`src/rtl/universal_shift_register.sv`:
```
// Universal shift register with parallel load and single-step manual operation.
// It also runs automatic multi-step bursts: hold, shift right, shift left or rotate right.
// A burst latches its mode and step count when it starts. It then runs one step per cycle
// and gives a one-cycle done pulse when it finishes. A load or a reset aborts a running
// burst without any done pulse.
module universal_shift_register #(
    parameter int               WIDTH       = 8,
    parameter logic [WIDTH-1:0] RESET_VALUE = '0
) (
    input  logic                         clk,
    input  logic                         rst,
    input  logic                         load,
    input  logic [WIDTH-1:0]             D,
    input  logic [1:0]                   mode,
    input  logic                         en,
    input  logic                         sin_r,
    input  logic                         sin_l,
    input  logic                         burst_start,
    input  logic [$clog2(WIDTH+1)-1:0]   burst_len,
    output logic [WIDTH-1:0]             Q,
    output logic                         sout_r,
    output logic                         sout_l,
    output logic                         busy,
    output logic                         done
);

    localparam int            CW      = $clog2(WIDTH + 1);
    localparam logic [CW-1:0] LEN_MAX = CW'(WIDTH);
    localparam logic [CW-1:0] ONE     = CW'(1);

    typedef enum logic {
        IDLE,
        BURST
    } state_t;

    state_t          state;
    logic [CW-1:0]   count;
    logic [1:0]      burst_mode;
    logic [CW-1:0]   clamped_len;

    // One register step for a given operation. Shifts and ORs are used instead of
    // part-selects so that a one-bit register is still handled correctly.
    function automatic logic [WIDTH-1:0] step_value(
        input logic [1:0]       op,
        input logic [WIDTH-1:0] cur,
        input logic             s_r,
        input logic             s_l
    );
        logic [WIDTH-1:0] top_r;
        logic [WIDTH-1:0] top_rot;
        logic [WIDTH-1:0] low_l;
        top_r              = '0;
        top_r[WIDTH-1]     = s_r;
        top_rot            = '0;
        top_rot[WIDTH-1]   = cur[0];
        low_l              = '0;
        low_l[0]           = s_l;
        case (op)
            2'b01:   step_value = (cur >> 1) | top_r;
            2'b10:   step_value = (cur << 1) | low_l;
            2'b11:   step_value = (cur >> 1) | top_rot;
            default: step_value = cur;
        endcase
    endfunction

    // A burst never runs for more steps than the register is wide.
    always_comb begin
        clamped_len = (burst_len > LEN_MAX) ? LEN_MAX : burst_len;
    end

    // Main FSM. The priority order is reset, then load, then a burst step, then
    // burst start, then a manual step.
    always_ff @(posedge clk) begin
        if (rst) begin
            Q          <= RESET_VALUE;
            state      <= IDLE;
            count      <= '0;
            burst_mode <= 2'b00;
            done       <= 1'b0;
        end else begin
            done <= 1'b0;
            if (load) begin
                Q     <= D;
                state <= IDLE;
                count <= '0;
            end else if (state == BURST) begin
                Q     <= step_value(burst_mode, Q, sin_r, sin_l);
                count <= count - ONE;
                if (count == ONE) begin
                    state <= IDLE;
                    done  <= 1'b1;
                end
            end else if (burst_start) begin
                if (clamped_len == '0) begin
                    done <= 1'b1;
                end else begin
                    burst_mode <= mode;
                    count      <= clamped_len;
                    state      <= BURST;
                end
            end else if (en) begin
                Q <= step_value(mode, Q, sin_r, sin_l);
            end
        end
    end

    assign sout_r = Q[0];
    assign sout_l = Q[WIDTH-1];
    assign busy   = (state == BURST);

endmodule

```
`config.mk`:
```
export PLATFORM = sky130hd
export DESIGN_NAME = universal_shift_register
export DESIGN_NICKNAME = d
export VERILOG_FILES = /design/src/rtl/universal_shift_register.sv
export SDC_FILE = /design/constraint.sdc
export NUM_CORES = 1
export LEC_CHECK = 0
export CAP_MARGIN = 25
export CORE_UTILIZATION = 50
export DETAILED_ROUTE_END_ITERATION = 8
export PLACE_DENSITY = 0.87
export SKIP_CTS_REPAIR_TIMING = 1
export SYNTH_ARGS = -nofsm -noshare
export SYNTH_HDL_FRONTEND = slang
export SYNTH_SLANG_ARGS = --single-unit
```
`constraint.sdc`:
```
create_clock -name clk -period 4.4 [get_ports clk]
set_input_delay 0.66 -clock clk [delete_from_list [all_inputs] [get_ports clk]]
set_output_delay 0.66 -clock clk [all_outputs]
set_load 0.1 [all_outputs]
```
Run 1, clock network drawn from the DEF:
(8 px per um)
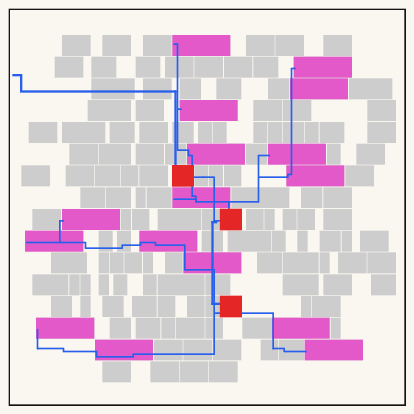
[magenta] flip-flops | count: 16
[red] clock drivers | count: 3
[blue] clock wires | length: 204 um
flops lie: widely spread
routed clock nets: 4

Run 1, gate-type map:
(12 px per um)
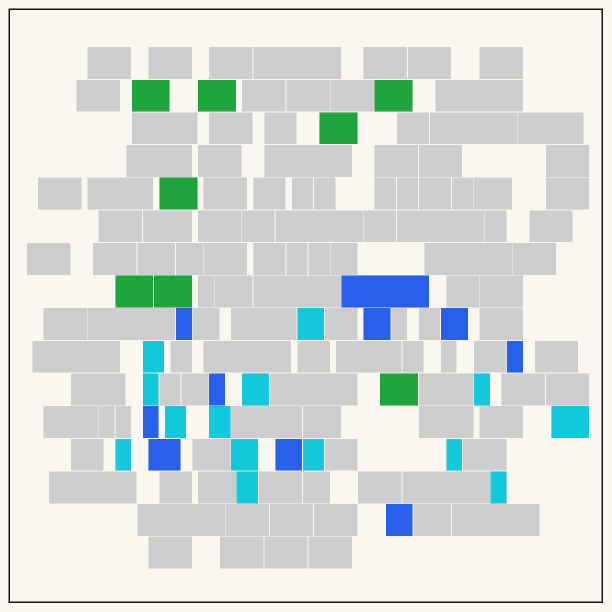
| colour | family | cells |
|---|---|---|
| blue | nand cells | 10 |
| cyan | nor cells | 14 |
| green | non-inverting ao/oa cells | 8 |

Run 1, wire density map:
(8 px per um) The die is cut into 10 by 10 equal tiles; white is low, dark blue is high, scaled to the fullest tile. Values are wire area over tile area, all layers added.
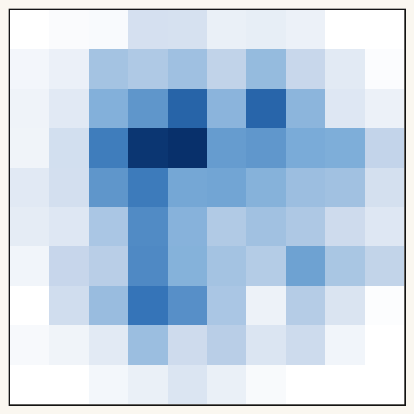
emptiest ninth of the die: south-east
nearly empty tiles: 12%
densest ninth of the die: centre
fullest tile: 0.70
mean over tiles: 0.20

==> deck_impl_summary.md, run 1 <==
Physical Implementation Snapshot

Run status
  – Outcome: completed

Synthesis
  – Synth top cell by count: dfxtp_1
  – Top cells by count, synth: dfxtp_1 (16), a21oi_1 (10), a211oi_1 (9)
  – Comb area leader: AND-OR/OR-AND gates
  – Cell taking the most area after synthesis: dfxtp_1
  – Mux frac, synth: between 10% and 20%
  – Xor/xnor share: less than 1%
  – Post-synth EDFFs: 0
  – Most used flip-flop cell: dfxtp_1
  – Seq share, synth: 28.6%
  – Yosys cell count: ~120
  – Synth warn: 0
  – Cells after Synth: 120
  – #FFs+latches synth: 16
  – Syn_area_per_cell: 9.32 um2
  – Syn Nets: between 100 and 150
  – Area reported by Yosys stat: 1120 um2
  – Cell Type Count: 37
  – Synth top area share: 28.6%

Timing
  – Hold Slack: roughly 0.54 ns
  – Final setup violation count: 0
  – Minimum clock period: about 2.8 ns
  – Max Clock Skew: ~0.0052 ns
  – Fin. Hold Viols: 0
  – Cycle use final: between 60% and 70%

Global route
  – Vias in the first global route: around 940
  – First-pass GRT wire length: roughly 4500 um
  – Largest net degree at the start of global routing: 14
  – Met1 Track Usage GR: approximately a third
  – Initial antenna violation count: 0
  – Global Route met2 Usage: roughly two fifths
  – Met3 usage: 3.74%

Placement
  – Placed cell area: ~1400 um2
  – DP Wirelength: 2100 um
  – Gpl congestion: between 0.8 and 0.9
  – DP Cell Count: approximately 170

Cells and area
  – Ant. Diodes: 0
  – Final Util: between 60% and 70%
  – Post-route design area: 1430 um2
  – Layout cell share with drive strength beyond 1: between 10% and 20%
  – Area Overhead vs Synth: 27.6%
  – Final #Nets: approximately 170
  – Most frequent cells in the layout: clkdlybuf4s50_1 (32), dfxtp_1 (16), a21oi_1 (10)
  – Most frequent logic cell in the layout: clkdlybuf4s50_1

Min path
  – Hold Startpoint: count[2]
  – Hold Path Stages: 2

Detailed routing
  – Detailed-route DRC error count: 0
  – Final WL: 2850 um
  – WL met1: between 1000 and 1500 um
  – DRT Pass-1 Iters: 5
  – Vias: about 1100

Setup path
  – Crit. path cell count: 1
  – FF-to-FF Start: busy
  – Top delay family on crit path: buffers and inverters
  – CP Cell Sequence: clkdlybuf4s50_1
  – Crit-path max cell delay: 1.22 ns
  – CP endpoint: busy
  – Crit path capture type: output pin
  – Crit path kind: register to output pin
  – Startpoint Class: register
  – CP bufs+invs: 1
  – FF-to-FF setup slack: ~2.3 ns

Power and ir drop
  – Combinational fraction of design power: 42.4%
  – Final total power: about 0.44 mW
  – Sw Share: approximately two fifths
  – P_sw: ~0.18 mW
  – Max VDD drop: 0.177 mV

Clock network
  – Root Buffer: clkbuf_4
  – TritonCTS Buffers: 3
  – TritonCTS clock tree: built
  – Clock Latency Late Sink: 0.28 ns
  – # H-tree levels: 1
  – Clk buf depth: 2
  – Sink Count: 16

Floorplan
  – Starting density of the core: a little over half
  – Die X: 49.3 um
  – Io pins: 33
  – Die Height: approximately 49 um
==> run 1: power by group through the flow <==
stage	combinational (mW)	clock [mW]	sequential, mW
floorplan	0.0825	0	0.227
global placement	0.181	0	0.175
detailed placement	0.183	0	0.175
CTS	0.184	0.0773	0.172
global route	0.192	0.0867	0.175
finish	0.185	0.0777	0.173
==> run 1: cell type report <==
class | instances | area, um2 | share of cell area [%]
tap | 27 | 33.8 | 2.37
inverter | 5 | 18.8 | 1.31
timing repair buffer | 32 | 320 | 22.4
clock buffer | 3 | 22.5 | 1.58
multi-input combinational | 89 | 712 | 49.9
sequential | 16 | 320 | 22.4
==> run 1: flip-flops by register name, summed over array words and instances (netlist names) <==
name,cells
Q,8
burst_mode,2
busy,1
count,4
done,1
Run 1, routing congestion:
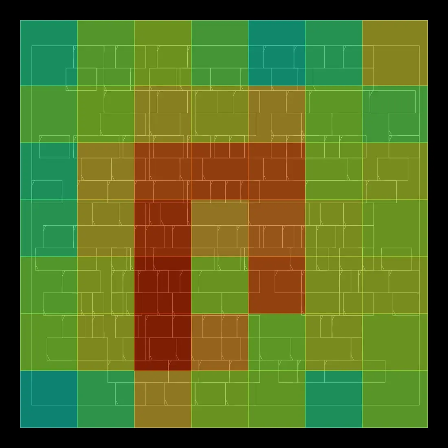

==> run 1 -> run 2 <==
--- a/config.mk
+++ b/config.mk
@@ -6,9 +6,9 @@
 export NUM_CORES = 1
 export LEC_CHECK = 0
 export CAP_MARGIN = 25
-export CORE_UTILIZATION = 50
+export CORE_UTILIZATION = 46
 export DETAILED_ROUTE_END_ITERATION = 8
-export PLACE_DENSITY = 0.87
+export PLACE_DENSITY = 0.81
 export SKIP_CTS_REPAIR_TIMING = 1
 export SYNTH_ARGS = -nofsm -noshare
 export SYNTH_HDL_FRONTEND = slang
==> constraint.sdc (replaced) <==
create_clock -name clk -period 2.7 [get_ports clk]
set_input_delay 0.405 -clock clk [delete_from_list [all_inputs] [get_ports clk]]
set_output_delay 0.405 -clock clk [all_outputs]
set_load 0.1 [all_outputs]
Run 2, routing congestion:
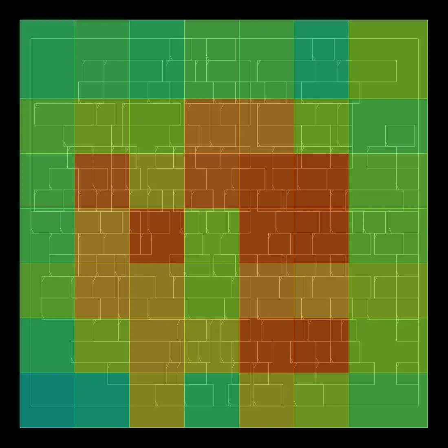
most used routing layer: met2
Routed WL per cell: 15.4 um
Final Util: 64.0%
Global Route met2 Usage: 46.9%
met3 usage: 5.36%

Run 2, a small window of the routed layout:
Window x 11 to 41, y 0 to 30 um. Cells in grey, sequential cells in the stronger grey; small squares are vias.
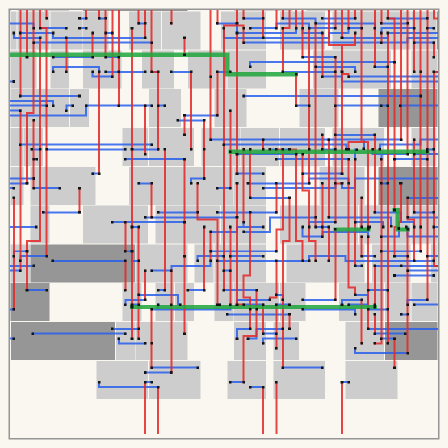
| colour | layer |
|---|---|
| green | metal 3 |
| blue | metal 1 |
| red | metal 2 |
netlist names of flops here include: Q (3), burst_mode (2)
sequential cells in the window: 5
cells with their middle in the window: 70
most frequent: dfxtp_1 (5), a22o_1 (5), clkdlybuf4s50_1 (5)

==> run 2 against run 1 <==
Compared with the run above: cell count is 3.5% higher; largest cell class unchanged; critical path type is now input port to register; utilization decreased by 5.9 points; register-to-register slack got worse by 1.4 ns; critical endpoint is now Q[5]; worst setup slack lost 1.0 ns; highest routed layer unchanged.
==> deck_impl_summary.md, run 2 <==
Physical Implementation Snapshot

Synthesis
  – Yosys cell count: around 120
  – Syn_area_per_cell: about 9.3 um2
  – Synth top cell by count: dfxtp_1
  – Cell Type Count: 37
  – #FFs+latches synth: 16
  – Area reported by Yosys stat: around 1100 um2
  – Top cells by count, synth: dfxtp_1 (16), a21oi_1 (10), a211oi_1 (9)
  – Synth warn: 0
  – Post-Syn Area: between 1000 and 1500 um2
  – Synth top area share: between 20% and 30%
  – Simple share: around 15%
  – Mux frac, synth: between 10% and 20%
  – Asr flop ratio synth: 0%
  – Comb area leader: AND-OR/OR-AND gates
  – Ao+oa area frac: about 32%
  – Post-synth EDFFs: 0
  – Yosys adder share: under 10%
  – Cells after Synth: 120
  – Cell area leaders: dfxtp_1 (29%), mux2_4 (6.7%), a211oi_1 (6.0%)
  – Xor/xnor share: less than 1%
  – Cell taking the most area after synthesis: dfxtp_1
  – Most used flip-flop cell: dfxtp_1
  – Seq share, synth: about 29%
  – Syn Nets: between 100 and 150

Floorplan
  – Row count: 17
  – Die footprint: approximately 2600 um2
  – Io pins: 33
  – Die Height: around 51 um
  – Core Region: ~2300 um2
  – Starting density of the core: 49.6%
  – Die X: roughly 50 um

Cells and area
  – Most frequent cells in the layout: clkdlybuf4s50_1 (20), dfxtp_1 (16), buf_4 (16)
  – Post-route design area: about 1400 um2
  – Max FFs per register: 8
  – Area Overhead vs Synth: 29.0%
  – Non-Filler Instances: 178
  – Biggest register: Q
  – Layout cell share with drive strength beyond 1: a little over a fifth
  – Top Registers: Q x8, count x4, burst_mode x2
  – Ant. Diodes: 0
  – Most frequent logic cell in the layout: clkdlybuf4s50_1
  – Final #Nets: ~180

Power and ir drop
  – Comb group: 0.298 mW
  – Seq pwr share: 37.8%
  – P_seq: 0.280 mW
  – Leakage: approximately 0.56 nW
  – P_sw: a little under 0.3 mW
  – Final total power: between 0.7 and 0.8 mW
  – Clock group share of total power: between 20% and 30%
  – Internal: 0.444 mW
  – Clk pwr: ~0.16 mW
  – Sw Share: 40.1%
  – Max VDD drop: 0.450 mV
  – Biggest consumer: combinational logic
  – PD cells: between 500 and 600 nW/um2
  – Combinational fraction of design power: 40.2%

Min path
  – Worst hold path class: register to register
  – Hold Startpoint: burst_mode[0]
  – Hold worst-path end: burst_mode[0]
  – Hold Path Stages: 2

Run status
  – Outcome: completed

Setup path
  – Reg2reg end: Q[5]
  – CP Cell Sequence: clkdlybuf4s50_1 > nor2b_2 > mux2_4 > a222oi_1 > a211oi_1
  – Max stage delay cell, worst path: clkdlybuf4s50_1
  – Crit-path max cell delay: ~0.54 ns
  – Top delay family on crit path: buffers and inverters
  – Startpoint Class: input port
  – FF-to-FF setup slack: approximately 0.9 ns
  – Crit path max fanout: 7
  – CP bufs+invs: 1
  – Crit path capture type: register
  – Reg2reg path depth: 4
  – Worst path required time: approximately 2.9 ns
  – FF-to-FF Start: busy
  – WP data arrival: 2.24 ns
  – Crit path kind: input port to register

Clock network
  – Clk buf depth: 2
  – Root Buffer: clkbuf_4
  – Sink Count: 16
  – Clock Latency Late Sink: between 0.2 and 0.3 ns
  – Worst-path clk slew: about 0.10 ns
  – # H-tree levels: 1
  – TritonCTS Buffers: 3
  – TritonCTS clock tree: built

Timing
  – Tightest Pin Transition: roughly 0.5 ns
  – Max Slew Vio Count: 0
  – Hold Slack: ~0.54 ns
  – RSZ-0062 raised after global routing: false
  – Minimum clock period: 2.07 ns
  – Setup ws final: between 0.6 and 0.7 ns
  – Max Clock Skew: around 0.0075 ns
  – Fmax achieved: slightly below 500 MHz
  – Cycle use final: between 70% and 80%
  – Final setup violation count: 0
  – Slew headroom: approximately two thirds
  – Fin. Hold Viols: 0
  – Setup_tns: 0 ns

Detailed routing
  – Routed wl met2: roughly 1500 um
  – Met3 WL post-DR: 189 um
  – Vias per cell: just over 6
  – DRT Pass-1 Iters: 5
  – Final ANT Viol Nets: 0
  – Vias: about 1100
  – Final WL: between 2000 and 3000 um
  – WL met1: about 1100 um
  – Initial DRC Count: 29
  – Detailed-route DRC error count: 0
  – Uppermost layer routed: met4

Global route
  – Initial antenna violation count: 0
  – Vias in the first global route: 1057
  – First-pass GRT wire length: roughly 4700 um
  – Largest net degree at the start of global routing: 14
  – Total track usage: 23.6%
  – Met1 Track Usage GR: between 20 and 30%
  – Global route total overflow: 0

Placement
  – DP Cell Count: about 170
  – Setup WS pre-CTS: around 0.33 ns
  – Port Buffers: 32
  – DP Wirelength: approximately 2100 um
  – Placed cell area: around 1400 um2
  – Gpl congestion: 0.816

Run
  – Max-Cap Viols: 0
  – Stage-log warning count: 28
-- run 2: worst max-delay path by stage --
stage                     startpoint    to  slack (ns)  cells past startpoint
after floorplan                 busy  Q[2]        0.66                      6
after global placement       mode[1]  Q[4]        0.42                      5
after detailed placement     mode[1]  Q[5]        0.33                      5
after CTS                    mode[1]  Q[5]        0.66                      5
after global routing         mode[1]  Q[5]        0.53                      5
final                        mode[1]  Q[5]        0.63                      5
-- run 2: layout make-up --
class                           count  area (um2)
Clock buffer                        4        36.3
Fill cell                         220         812
Inverter                            5        18.8
Multi-Input combinational cell     89         712
Sequential cell                    16         320
Tap cell                           28        35.0
Timing Repair Buffer               36         320
Run 2, wire density map:
(8 px per um) The die is cut into 10 by 10 equal tiles; white is low, dark blue is high, scaled to the fullest tile. Values are wire area over tile area, all layers added.
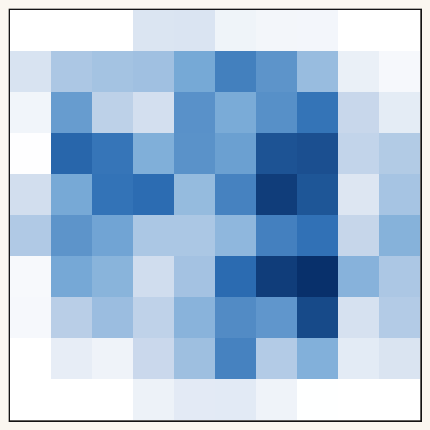

==> run 2 -> run 3 <==
--- a/config.mk
+++ b/config.mk
@@ -6,9 +6,9 @@
 export NUM_CORES = 1
 export LEC_CHECK = 0
 export CAP_MARGIN = 25
-export CORE_UTILIZATION = 46
+export CORE_UTILIZATION = 42
 export DETAILED_ROUTE_END_ITERATION = 8
-export PLACE_DENSITY = 0.81
+export PLACE_DENSITY = 0.78
 export SKIP_CTS_REPAIR_TIMING = 1
 export SYNTH_ARGS = -nofsm -noshare
 export SYNTH_HDL_FRONTEND = slang
==> constraint.sdc (replaced) <==
create_clock -name clk -period 1.7 [get_ports clk]
set_input_delay 0.255 -clock clk [delete_from_list [all_inputs] [get_ports clk]]
set_output_delay 0.255 -clock clk [all_outputs]
set_load 0.1 [all_outputs]
Run 3, wire density map:
(6 px per um) The die is cut into 11 by 11 equal tiles; white is low, dark blue is high, scaled to the fullest tile. Values are wire area over tile area, all layers added.
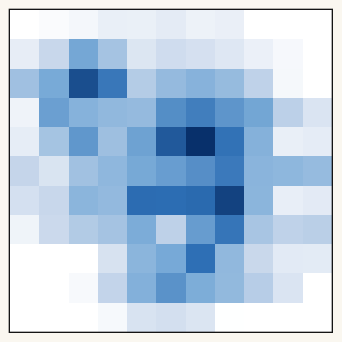
nearly empty tiles: 16%
densest ninth of the die: centre
fullest tile: 0.55

Run 3, routing congestion:
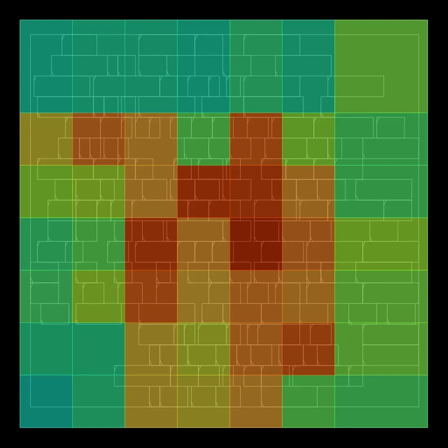
Global Route met2 Usage: 46.0%
Routed WL per cell: 15.5 um
met1 Track Usage GR: 25.2%
met3 usage: 3.67%

==> run 3 against run 2 <==
Compared with the run above: via count rose by 7.6%; synthesized cell count did not move; wire length increased by 11%; register-to-register slack worse by 0.75 ns; worst setup slack worse by 0.52 ns; hold slack hardly changed; largest power group unchanged; count of clock-buffer cells in the layout unchanged; total power up 75%; sequential power up 65%; largest cell class unchanged.
==> deck_impl_summary.md, run 3 <==
Physical Implementation Snapshot

Timing
  – Slew headroom: around 72%
  – Fin. Hold Viols: 0
  – Setup_tns: 0 ns
  – Hold Slack: 0.544 ns
  – Max Slew Vio Count: 0
  – Max Clock Skew: around 0.012 ns
  – Tightest Pin Transition: approximately 0.42 ns
  – Minimum clock period: 1.60 ns
  – Final setup violation count: 0
  – Setup ws final: slightly above 0.1 ns

Setup path
  – Reg2reg end: Q[5]
  – Crit path kind: input port to register
  – FF-to-FF Start: burst_mode[0]
  – Worst path required time: 1.89 ns
  – Reg2reg path depth: 6
  – CP bufs+invs: 2
  – FF-to-FF setup slack: around 0.15 ns
  – Crit path max fanout: 7

Power and ir drop
  – Internal: about 0.80 mW
  – Combinational fraction of design power: between 40% and 50%
  – PD cells: about 750 nW/um2
  – P_sw: around 0.50 mW
  – Final total power: 1.30 mW
  – Max VDD drop: between 0.5 and 0.6 mV
  – Sw Share: between 30% and 40%
  – Clock group share of total power: 20.3%
  – Leakage: 0.684 nW
  – P_seq: ~0.46 mW
  – Biggest consumer: combinational logic
  – Comb group: ~0.57 mW

Detailed routing
  – Initial DRC Count: about 41
  – Uppermost layer routed: met4
  – Detailed-route DRC error count: 0
  – Met3 WL post-DR: 188 um
  – Routed wl met2: approximately 1700 um
  – Final ANT Viol Nets: 0
  – DRT Pass-1 Iters: 4

Cells and area
  – Most frequent cells in the layout: clkdlybuf4s50_1 (20), buf_4 (19), dfxtp_1 (13)
  – #MultiIn Comb: 89
  – Logic share of the area: a little over two fifths
  – CLK BUF: 4
  – Final #Nets: roughly 190
  – Layout cell share with drive strength beyond 1: ~33%
  – Fillers: roughly 190
  – Post-route design area: approximately 1700 um2
  – Gate Area: 722 um2
  – Top Registers: Q x8, count x4, burst_mode x2
  – Register area: 327 um2
  – Non-clock buffers: 52
  – Area Overhead vs Synth: 55.1%
  – Flip-flops: 16
  – Non-Filler Instances: 196
  – Inverters: 5
  – Ant. Diodes: 0
  – Most frequent logic cell in the layout: clkdlybuf4s50_1
  – Max FFs per register: 8
  – ClkCell Share: 2.09%
  – Flop share of the area: a little under a fifth
  – Biggest register: Q

Global route
  – First-pass GRT wire length: ~4900 um
  – Initial antenna violation count: 0
  – Largest net degree at the start of global routing: 14
  – Total track usage: about a quarter
  – Global route total overflow: 0

Placement
  – DP Wirelength: ~2300 um
  – Placed cell area: 1690 um2
  – Setup WS pre-CTS: -0.250 ns
  – Gpl congestion: between 0.8 and 0.9
  – DP Cell Count: between 150 and 200

Synthesis
  – #FFs+latches synth: 16
  – Cell Type Count: 37
  – Cell area leaders: dfxtp_1 (29%), mux2_4 (6.7%), a211oi_1 (6.0%)
  – Yosys cell count: 120
  – Synth warn: 0
  – Seq share, synth: between 20% and 30%
  – Post-Syn Area: 1120 um2
  – Top cells by count, synth: dfxtp_1 (16), a21oi_1 (10), a211oi_1 (9)
  – Synth top cell by count: dfxtp_1
  – Synth top area share: about 29%
  – Area reported by Yosys stat: roughly 1100 um2
  – Post-synth EDFFs: 0
  – Cell taking the most area after synthesis: dfxtp_1
  – Cells after Synth: approximately 120
  – Syn Nets: between 100 and 150

Clock network
  – Worst-path clk slew: between 0.1 and 0.15 ns
  – # H-tree levels: 1
  – Clock Latency Late Sink: around 0.3 ns
  – Sink Count: 16
  – Clk buf depth: 2
  – TritonCTS clock tree: built

Floorplan
  – Io pins: 33
  – Core Region: ~2500 um2
  – Die footprint: between 2000 and 3000 um2
  – Die Height: 53.6 um
  – Well Taps: 30
  – Die X: 53.6 um

Run
  – Max-Cap Viols: 0
  – Stage-log warning count: 28

Min path
  – Hold Startpoint: burst_mode[0]
  – Hold worst-path end: burst_mode[0]
  – Hold Path Stages: 2

Run status
  – Outcome: completed
-- run 3: netlist changes by cell type in the layout (fill, tap and decap cells not counted), sizes merged --
cell / change
buf: +16
-- run 3: worst max-delay path by stage --
| stage | from | endpoint |
|---|---|---|
| floorplan | Q[0] | Q[0] |
| global placement | mode[1] | Q[0] |
| detailed placement | mode[1] | Q[5] |
| CTS | burst_mode[0] | Q[1] |
| global route | burst_mode[0] | Q[5] |
| finish | mode[1] | Q[5] |
-- run 3: cells by family after synthesis --
family | count (synthesis) | synth area share [%]
AND/OR/NAND/NOR | 28 | 14.7
multiplexers | 10 | 11.3
flip-flops | 16 | 28.6
adder cells (fa/ha/maj) | 4 | 4.47
AND-OR/OR-AND | 46 | 32.4
buffers and inverters | 15 | 7.72
XOR/XNOR | 1 | 0.783
No activity file was given, so power comes from the tool's default toggle rates.
